### Nets reached from selected ports, run 1

Scale bar: 20 um.
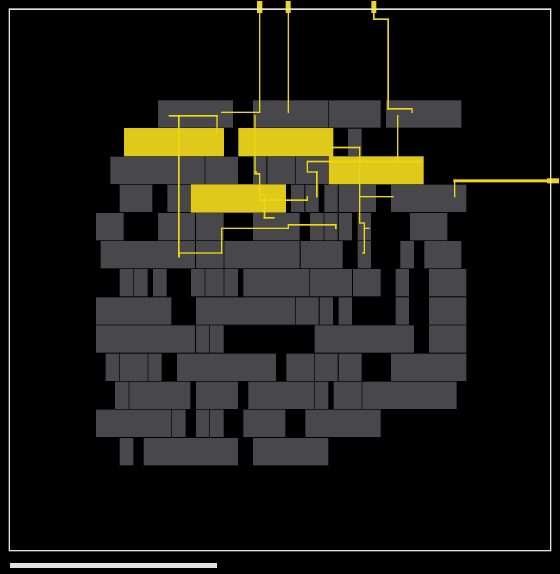
### Clock wiring as the flow saved it, run 1

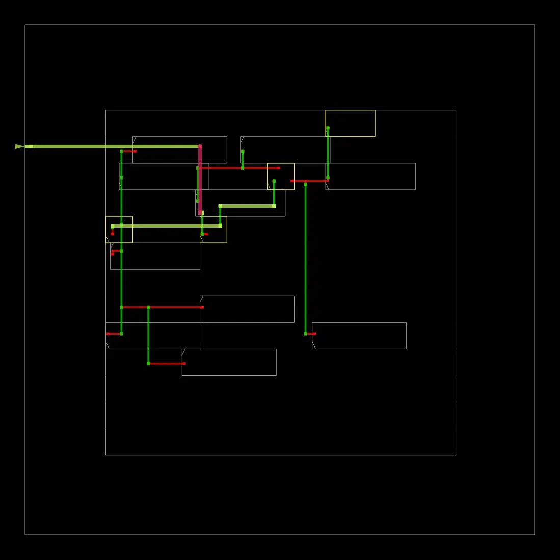
### Signal metal coverage by tile, run 1

10 x 10 tiles, from dark blue (low) to red (high), scaled to the fullest tile. Values are wire area over tile area, all layers added.
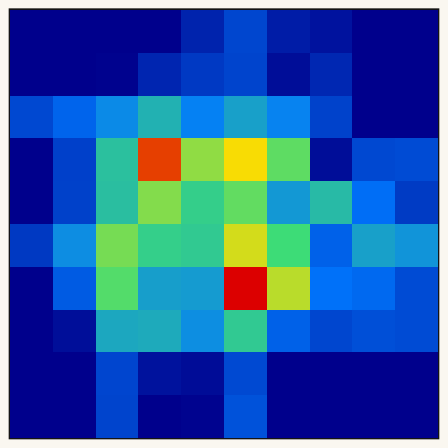
$ cat src/rtl/ncount_pkg.sv
// Shared state encoding and counting-mode constants for the ncount event counter.
package ncount_pkg;

   typedef enum logic [1:0] {
      IDLE = 2'b00,
      RUN  = 2'b01,
      SAT  = 2'b10
   } state_t;

   localparam int MODE_CONSEC = 0;
   localparam int MODE_CUMUL  = 1;

endpackage

$ cat src/rtl/ncount_ctr.sv
// Wrapping event counter: adds one on each cycle that inc is high.
// Latency: count reflects inc one edge later; no backpressure.
module ncount_ctr #(
   parameter int WIDTH = 4
) (
   input  logic             clock,
   input  logic             reset,
   input  logic             inc,
   output logic [WIDTH-1:0] count
);

   always_ff @(posedge clock or negedge reset) begin
      if (!reset) begin
         count <= '0;
      end else if (inc) begin
         count <= count + WIDTH'(1);
      end
   end

endmodule

$ cat src/rtl/ncount.sv
// Threshold event counter with consecutive/cumulative modes, wrap or saturate.
// Latency: all outputs registered, one edge after the sampled x; no backpressure.
module ncount
   import ncount_pkg::*;
#(
   parameter int WIDTH  = 4,
   parameter int THRESH = 2,
   parameter int MODE   = 0,
   parameter int WRAP   = 1
) (
   input  logic             clock,
   input  logic             reset,
   input  logic             en,
   input  logic             clr,
   input  logic             x,
   output logic [WIDTH-1:0] out,
   output logic             z,
   output logic [1:0]       state,
   output logic [WIDTH-1:0] hits
);

   if (WIDTH < 1 || WIDTH > 30) begin : g_bad_width
      $error("ncount: WIDTH out of range");
   end
   if (THRESH < 1 || THRESH > (2**WIDTH) - 1) begin : g_bad_thresh
      $error("ncount: THRESH out of range");
   end
   if (MODE != MODE_CONSEC && MODE != MODE_CUMUL) begin : g_bad_mode
      $error("ncount: MODE must be 0 or 1");
   end
   if (WRAP != 0 && WRAP != 1) begin : g_bad_wrap
      $error("ncount: WRAP must be 0 or 1");
   end

   localparam logic [WIDTH-1:0] THR = WIDTH'(THRESH);

   state_t           st_q, st_d;
   logic [WIDTH-1:0] cnt_q, cnt_d;
   logic             z_q, z_d;
   logic             hit;
   logic [WIDTH:0]   cnt_inc;

   assign cnt_inc = {1'b0, cnt_q} + (WIDTH+1)'(1);

   always_ff @(posedge clock or negedge reset) begin
      if (!reset) begin
         st_q  <= IDLE;
         cnt_q <= '0;
         z_q   <= 1'b0;
      end else begin
         st_q  <= st_d;
         cnt_q <= cnt_d;
         z_q   <= z_d;
      end
   end

   always_comb begin
      st_d  = st_q;
      cnt_d = cnt_q;
      z_d   = 1'b0;
      hit   = 1'b0;
      if (clr) begin
         st_d  = IDLE;
         cnt_d = '0;
      end else begin
         case (st_q)
            IDLE, RUN: begin
               if (en) begin
                  if (x) begin
                     if (cnt_inc == (WIDTH+1)'(THRESH)) begin
                        z_d = 1'b1;
                        hit = 1'b1;
                        if (WRAP == 1) begin
                           st_d  = IDLE;
                           cnt_d = '0;
                        end else begin
                           st_d  = SAT;
                           cnt_d = THR;
                        end
                     end else begin
                        st_d  = RUN;
                        cnt_d = cnt_inc[WIDTH-1:0];
                     end
                  end else if (MODE == MODE_CONSEC) begin
                     st_d  = IDLE;
                     cnt_d = '0;
                  end
               end
            end
            SAT: begin
               // Saturated: x=1 holds silently; only a consecutive-mode gap leaves.
               if (en && !x && MODE == MODE_CONSEC) begin
                  st_d  = IDLE;
                  cnt_d = '0;
               end
            end
            default: begin
               st_d  = IDLE;
               cnt_d = '0;
            end
         endcase
      end
   end

   ncount_ctr #(.WIDTH(WIDTH)) u_hits (
      .clock (clock),
      .reset (reset),
      .inc   (hit),
      .count (hits)
   );

   assign out   = cnt_q;
   assign z     = z_q;
   assign state = st_q;

endmodule

$ cat config.mk
export PLATFORM = sky130hd
export DESIGN_NAME = ncount
export DESIGN_NICKNAME = d
export VERILOG_FILES = /design/src/rtl/ncount_pkg.sv /design/src/rtl/ncount_ctr.sv /design/src/rtl/ncount.sv
export SDC_FILE = /design/constraint.sdc
export NUM_CORES = 1
export LEC_CHECK = 0
export ABC_AREA = 1
export CORE_MARGIN = 8
export CORE_UTILIZATION = 39
export DETAILED_ROUTE_END_ITERATION = 7
export HOLD_SLACK_MARGIN = 0.02
export PLACE_DENSITY_LB_ADDON = 0.08
export SETUP_SLACK_MARGIN = 0.5
export SKIP_CTS_REPAIR_TIMING = 1
export SLEW_MARGIN = 20
export SYNTH_ARGS = -nofsm -noshare
export SYNTH_HDL_FRONTEND = slang
export SYNTH_HIERARCHICAL = 1
export SYNTH_SLANG_ARGS = --single-unit
$ cat constraint.sdc
create_clock -name clock -period 1.42 [get_ports clock]
set_input_delay 0.284 -clock clock [delete_from_list [all_inputs] [get_ports clock]]
set_output_delay 0.284 -clock clock [all_outputs]
set_load 0.05 [all_outputs]
==> ci_impl_report.md, run 1 <==
## PnR job results

| Metric | Value |
|---|---|
| Synth cell count leaders | 16 x nand2_1, 12 x inv_1, 10 x dfrtp_1 |
| Top cell excl fill/tap | nand2_1 |
| Worst path cell trace | ha_4, inv_2, nand2_2, nand2_2, nand3_4, nor2_4, nand2_1, nor2_1, nor2_1, nor2_1 |
| Critical Path Max Stage Delay | roughly 0.47 ns |
| Most used cell, CP | nor2_1 |
| Total core area | about 1300 um^2 |
| Detailed Routing Iterations Pass 1 | 3 |
| DRC | 0 |
| Critical path required time | approximately 1.6 ns |
| CP arrival | approximately 1.6 ns |
| Flop2flop setup slack | about 0.03 ns |
| Max Slew Vio Count | 0 |
| Status | complete, no violations |
| Comb area share | a little under a third |
| Clock-cell share of area | roughly 3.8% |
| Register share after synthesis | 48.9% |
| Seq power | 400 uW |
| Init Core Util | slightly above 40% |
| Final Hold Viols | 0 |
| Synth Flop Type | dfrtp_1 |
| Fin crit share | a little over nine tenths |
| Most numerous cell in the Yosys netlist | nand2_1 |
| Endpoint type of the worst setup path | flip-flop |
| Register area | between 200 and 300 um^2 |
| Global route hottest layer | met2 |
| # rows | 13 |
| Wirelength per Cell | between 10 and 15 um |
| Leakage power | around 0.00044 uW |
| Util after Layout | 74.7% |
| Multi-input combinational cell count | 37 |
| Largest class | non-clock buffers |
| Antenna diodes | 0 |
| Mux cell area share | 0% |
| Comb pwr share | 42.8% |
| # setup viols final | 0 |
| Area growth syn-to-layout | 85.1% |
| Fmax | roughly 0.7 GHz |
| Cell count after synthesis | ~60 |
| NonClk Buf Share | 31.7% |
| Critical path class | reg -> reg |
| CP endpoint | u_hits/count[3] |
| Gpl congestion | between 0.6 and 0.7 |
| Post-Syn Area | ~500 um^2 |
| Top delay family on crit path | simple AND/OR/NAND/NOR gates |
| Non-clk bufs | 21 |
| Via/cell ratio | about 4.6 |
| GRT met2 Usage | 13.2% |
| Seq/total area | between 20% and 30% |
| Area of the multi-input gates | between 200 and 300 um^2 |
| Peak fanout along the critical path | 5 |
| Met1 wire length | about 540 um |
| Critical path buffer and inverter count | 1 |
| CP Launch Type | flip-flop |
| Mapped Avg Cell Area | between 8 and 9 um^2 |
| # Taps | 15 |
| Area leader share | between 40% and 50% |
| Clock power share | 22.0% |
| Clk root buf | clkbuf_4 |
| HP Class | in -> async |
| Number of synthesized flops with an enable pin | 0 |
| Tool Warnings | 29 |
| CTS tree | built |
| Synth warn | 6 |
| Met3 WL | 87 um |
| Vias in the first global route | around 440 |
| Fraction of layout cells with a size suffix above 1 | roughly 54% |
| # clock sinks | 10 |
| Met1 Use GR | approximately 11% |
| # Cells Yosys | about 60 |
| Clock skew | roughly 0.0033 ns |
| Reg2Reg Capture Point | u_hits/count[3] |
| Final worst slack | between 0.03 and 0.04 ns |
| Area contributors post-synth | dfrtp_1 49%, nand2_1 12%, inv_1 8.8%, ha_1 7.3%, nand3_2 5.9% |
About 'Nets reached from selected ports':
[`hits`] yellow | direction: output | end cells: 4 | buffers: 4 | wire: 140 um
PortBufs: 14
num ports: 16

About 'Clock wiring as the flow saved it':
flop count: 10
Clk power: 250 uW
clkbuf count: 4
clk_lat worst skew: 0.26 ns

About 'Signal metal coverage by tile':
densest ninth of the die: center
nearly empty tiles: 31%
fullest tile: 0.36
via count: 456
GRT Overall Usage: 8.82%

==> run 2: changes to the inputs <==
Settings changed: GPL_TIMING_DRIVEN set to 1.
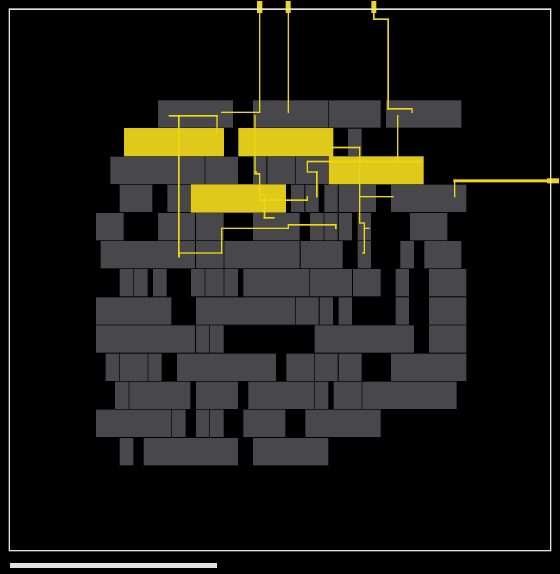
*Nets reached from selected ports, run 2*
Scale bar: 20 um.
[`hits`] yellow | direction: output | end cells: 4 | buffers: 4 | wire: 140 um

==> run 2 against run 1 <==
Effect of this change:
- critical path depth unchanged
- sequential power about the same
- clock-buffer cell count unchanged
- sequential share of layout area unchanged
- critical path type unchanged
==> ci_impl_report.md, run 2 <==
## PnR job results

| Metric | Value |
|---|---|
| CTS tree | built |
| Critical path class | reg -> reg |
| Clk slew on worst S/H paths | 0.07 ns |
| Nets at Floorplan | between 60 and 70 |
| Yosys top cell by area | dfrtp_1 |
| Post-route ant nets | 0 |
| Fraction of layout cells with a size suffix above 1 | 53.6% (unchanged) |
| Area leader share | 48.9% (unchanged) |
| RSZ-0062 raised after global routing | yes |
| Clk power | 250 uW (about the same) |
| Clock power share | 22.0% (about the same) |
| Endpoint type of the worst setup path | flip-flop |
| Seq/total area | 27.1% (unchanged) |
| Post-DP Area | 820 um^2 |
| Sequential cell fraction of total power | about a third |
| Most numerous cell in the Yosys netlist | nand2_1 |
| Max H-tree Level | 1 |
| # setup viols final | 0 (unchanged) |
| Worst Setup SP | out[0] |
| Post-Synth XOR/XNOR Area | under 10% |
| Initial antenna violation count | 0 |
| Worst path cell trace | ha_4, inv_2, nand2_2, nand2_2, nand3_4, nor2_4, nand2_1, nor2_1, nor2_1, nor2_1 |
| Die ar. | between 2000 and 3000 um^2 |
| Wirelength per Cell | 12.7 um (unchanged) |
| Critical path required time | 1.61 ns (about the same) |
| Dpl hpwl | 867 um |
| DRC | 0 (unchanged) |
| DRT iter0 DRCs | 1 |
| Dpl cells | 92 |
| Global route hottest layer | met2 |
| Final hold slack | around 0.34 ns |
| Most used cell, CP | nor2_1 |
| Flops after synth | 10 |
| CP arrival | 1.58 ns (about the same) |
| Main logic family after synthesis | simple AND/OR/NAND/NOR gates |
| # Cells Yosys | 60 (unchanged) |
| Clk_lat worst skew | 0.26 ns (about the same) |
| Synth Area in Compound Gates | under 10% |
| Flop2flop setup slack | 0.03 ns (about the same) |
| Fin crit share | 97.9% (unchanged) |
| Yosys chip area | approximately 510 um^2 |
| FILL cells | 97 |
| GRT Overall Usage | 8.82% (unchanged) |
| Flop count | 10 (unchanged) |
| Mux cell area share | 0% (unchanged) |
| Critical path buffer and inverter count | 1 (unchanged) |
| Design area | roughly 950 um^2 |
| Synth warn | 6 (unchanged) |
| Register area | 256 um^2 (unchanged) |
| Antenna diodes | 0 (unchanged) |
| # Taps | 15 (unchanged) |
| Via/cell ratio | 4.61 (unchanged) |
| CP endpoint | u_hits/count[3] |
| Detailed Routing Iterations Pass 1 | 3 (unchanged) |
| Top cell excl fill/tap | nand2_1 |
| Clock skew | 0.00333 ns (unchanged) |
| Power, Total | about 1100 uW |
| First-pass GRT wire length | ~1800 um |
| Comb area share | 30.6% (unchanged) |
| Max Slew Vio Count | 0 (unchanged) |
| Synth cell types | 15 |
| Switching Share | a little over a third |
| Final Hold Viols | 0 (unchanged) |
| Number of synthesized flops with an enable pin | 0 (unchanged) |
| Area contributors post-synth | dfrtp_1 49%, nand2_1 12%, inv_1 8.8%, ha_1 7.3%, nand3_2 5.9% |
| Cell count after synthesis | 60 (unchanged) |
| Via count | 456 (unchanged) |
| Area of the multi-input gates | 290 um^2 (unchanged) |
| Multi-input combinational cell count | 37 (unchanged) |
| Met2 wire len | 628 um |
| Max-cap viol count | 0 |
| Clk root buf | clkbuf_4 |
| Met1 wire length | 539 um (unchanged) |
| Clkbuf count | 4 (unchanged) |
| PortBufs | 14 (unchanged) |
| Clock-cell share of area | 3.83% (unchanged) |
| Non-Filler Instances | ~100 |
| FF-to-FF Start | out[0] |
| Signal inverters | 12 |
| Slowest cell on crit path | dfrtp_2 |
| Peak fanout along the critical path | 5 (unchanged) |
| Setup_tns | 0 ns |
| # rows | 13 (unchanged) |
| Met3 Use GR | around 4.3% |
| Die W | between 50 and 60 um |
| Top Consumer | combinational logic |
| # clock sinks | 10 (unchanged) |
| Status | complete, no violations |
| Non-clk bufs | 21 (unchanged) |
| Vias in the first global route | 437 (unchanged) |
| Met1 Use GR | 10.9% (unchanged) |
| Mapped Avg Cell Area | 8.53 um^2 (unchanged) |
| Internal | between 700 and 800 uW |
| Pin count of the biggest net entering global routing | 11 |
| GRT met2 Usage | 13.2% (unchanged) |
| Post-Route WL | approximately 1300 um |
| Reg2Reg Capture Point | u_hits/count[3] |
| Simple share | 24.4% |
| Gpl congestion | 0.678 (unchanged) |
| Pre-CTS WS | -0.0275 ns |
| Tool Warnings | 29 (unchanged) |
| Async SR Flop Fraction | 100% |
| Fin crit period | between 1 and 1.5 ns |
| Post-Syn Area | 512 um^2 (unchanged) |
| Sw Pwr | roughly 410 uW |
| Total combinational power | 486 uW |
| Post-Synth Adder-Cell Area | roughly 7.3% |
| Total core area | 1270 um^2 (unchanged) |
| Seq power | 400 uW (about the same) |
| Util after Layout | 74.7% (unchanged) |
| Die height | between 50 and 60 um |
| Init Core Util | 40.3% (unchanged) |
| Register share after synthesis | 48.9% (unchanged) |
| Critical path depth | 10 |
| DR top layer | met4 |
| Comb pwr share | 42.8% (about the same) |
| Num ports | 16 (unchanged) |
| Largest class | non-clock buffers |
| Nets | around 93 |
| Leakage power | 0.000444 uW (unchanged) |
| IR drop worst, VDD | ~860 uV |
| Total power divided by cell area | 1200 nW/um^2 |
| HP Class | in -> async |
| CP Launch Type | flip-flop |
| Top delay family on crit path | simple AND/OR/NAND/NOR gates |
| Critical Path Max Stage Delay | 0.47 ns (about the same) |
| Synth Flop Type | dfrtp_1 |
| Num CTS Buffers | 3 |
| NonClk Buf Share | 31.7% (unchanged) |
| Synth cell count leaders | 16 x nand2_1, 12 x inv_1, 10 x dfrtp_1 |
| CTS Buffer Depth | 2 |
| R2R cell count | 10 |
| Fmax | 0.720 GHz (unchanged) |
| Final worst slack | 0.0302 ns (unchanged) |
| Area growth syn-to-layout | 85.1% (unchanged) |
| Met3 WL | 87 um (unchanged) |
### Clock wiring as the flow saved it, run 2

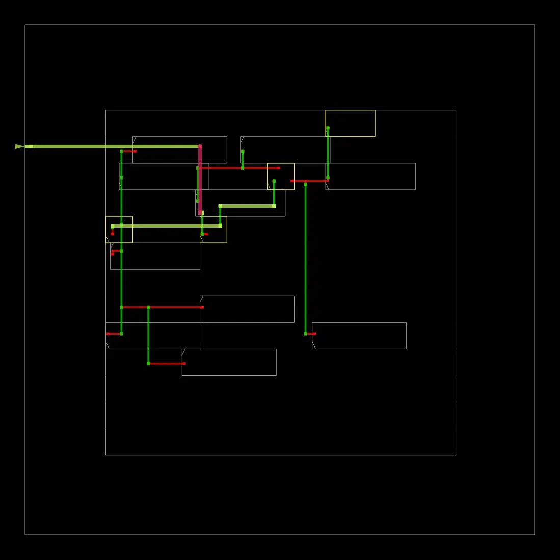

==> run 3: changes to the inputs <==
Settings changed: CORE_MARGIN 8 to 2.
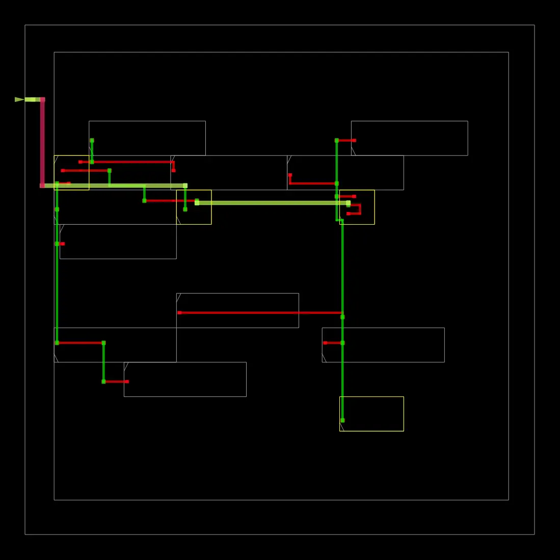
*Clock wiring as the flow saved it, run 3*
Clk power: 253 uW
# clock sinks: 10
clock skew: 0.00593 ns
Num CTS Buffers: 3

==> run 3 against run 2 <==
Effect of this change:
- the flow now finishes with violations (negative setup slack)
- routed wire length up 2.6%
- non-clock buffer count is 3 higher
- critical path depth decreased by 7
- via count decreased by 0.22%
- clock power about the same
- total power is 0.38% lower
- global-route usage up 6.1 points
- final area up 4.8%
- first-iteration DRC count is the same
- maximum frequency decreased by 3.3%
- clock skew up 0.0026 ns
- critical endpoint is now out[0]
- highest routed layer unchanged
==> ci_impl_report.md, run 3 <==
## PnR job results

| Metric | Value |
|---|---|
| Synth warn | 6 (unchanged) |
| Nets at Floorplan | 68 (unchanged) |
| Number of synthesized flops with an enable pin | 0 (unchanged) |
| Met2 wire len | 685 um (+9.1%) |
| CP Launch Type | flip-flop |
| Leakage power | 0.000458 uW (+3.3%) |
| Critical Path Max Stage Delay | 0.47 ns (about the same) |
| Main logic family after synthesis | simple AND/OR/NAND/NOR gates |
| Non-clk bufs | 24 (+14%) |
| Met3 Use GR | 6.67% (+2.4 points) |
| Yosys top cell by area | dfrtp_1 |
| Die height | 40.2 um (-23%) |
| Peak fanout along the critical path | 5 (unchanged) |
| Total core area | 1270 um^2 (unchanged) |
| PortBufs | 14 (unchanged) |
| Synth Flop Type | dfrtp_1 |
| Total combinational power | 477 uW (-2%) |
| Internal | 717 uW (-0.68%) |
| Area growth syn-to-layout | 93.9% |
| Seq/total area | 25.9% (-1.2 points) |
| Num ports | 16 (unchanged) |
| Pin count of the biggest net entering global routing | 11 (unchanged) |
| Area contributors post-synth | dfrtp_1 49%, nand2_1 12%, inv_1 8.8%, ha_1 7.3%, nand3_2 5.9% |
| Design area | 992 um^2 (+4.8%) |
| Init Core Util | 40.3% (unchanged) |
| Sw Pwr | 415 uW (+0.13%) |
| Sequential cell fraction of total power | 35.5% (+0.3 points) |
| CP arrival | 1.15 ns (-0.43 ns) |
| Simple share | 24.4% (unchanged) |
| Met1 wire length | 542 um (+0.56%) |
| Mux cell area share | 0% (unchanged) |
| Total power divided by cell area | 1140 nW/um^2 (-4.9%) |
| Worst Setup SP | out[0] |
| Top Consumer | combinational logic |
| Status | finished, violations left |
| Yosys chip area | 512 um^2 (unchanged) |
| HP Class | in -> async |
| # Cells Yosys | 60 (unchanged) |
| Post-Route WL | 1290 um (+2.6%) |
| Clk_lat worst skew | 0.26 ns (about the same) |
| Post-Syn Area | 512 um^2 (unchanged) |
| Top delay family on crit path | flip-flops |
| Mapped Avg Cell Area | 8.53 um^2 (unchanged) |
| Critical path required time | 1.14 ns (-0.47 ns) |
| CTS tree | built |
| Clock-cell share of area | 3.66% (-0.17 points) |
| Via/cell ratio | 4.46 (-3.2%) |
| Post-Synth Adder-Cell Area | 7.33% (unchanged) |
| Clkbuf count | 4 (unchanged) |
| RSZ-0062 raised after global routing | yes |
| GRT met2 Usage | 23.4% (+10 points) |
| Flop count | 10 (unchanged) |
| Wirelength per Cell | 12.7 um (-0.40%) |
| Failing checks | negative setup slack |
| Endpoint type of the worst setup path | output port |
| DR top layer | met4 |
| Via count | 455 (-0.22%) |
| Clk slew on worst S/H paths | 0.07 ns (about the same) |
| Gpl congestion | 0.702 (+3.6%) |
| Comb area share | 30.5% (-0.13 points) |
| Synth cell types | 15 (unchanged) |
| Detailed Routing Iterations Pass 1 | 2 (-1) |
| # setup viols final | 2 (+2) |
| Final Hold Viols | 0 (unchanged) |
| Nets | 96 (+3.2%) |
| R2R cell count | 10 (unchanged) |
| Die ar. | 1620 um^2 (-41%) |
| FILL cells | 86 (-11%) |
| Final hold slack | 0.329 ns (-0.0133 ns) |
| Final worst slack | -0.0174 ns (-0.0476 ns) |
| Die W | 40.2 um (-23%) |
| Signal inverters | 12 (unchanged) |
| DRT iter0 DRCs | 1 (unchanged) |
| Comb pwr share | 42.2% (-0.6 points) |
| Vias in the first global route | 406 (-7.1%) |
| Worst path cell trace | buf_4, buf_6, buf_12 |

==> layout pictures side by side <==
Routed metal, one color a layer.
Only two layers are drawn.
Plate I
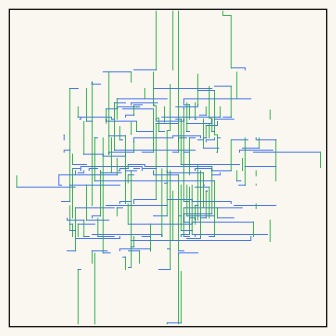
Plate II
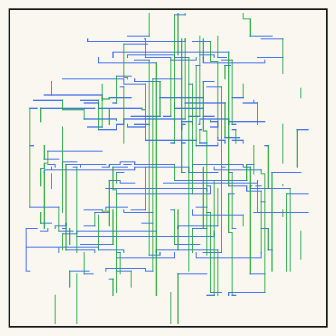
Plate II -> run 3
Plate I -> run 2

Power figures rest on the tool's default switching activity, not on a simulated workload.
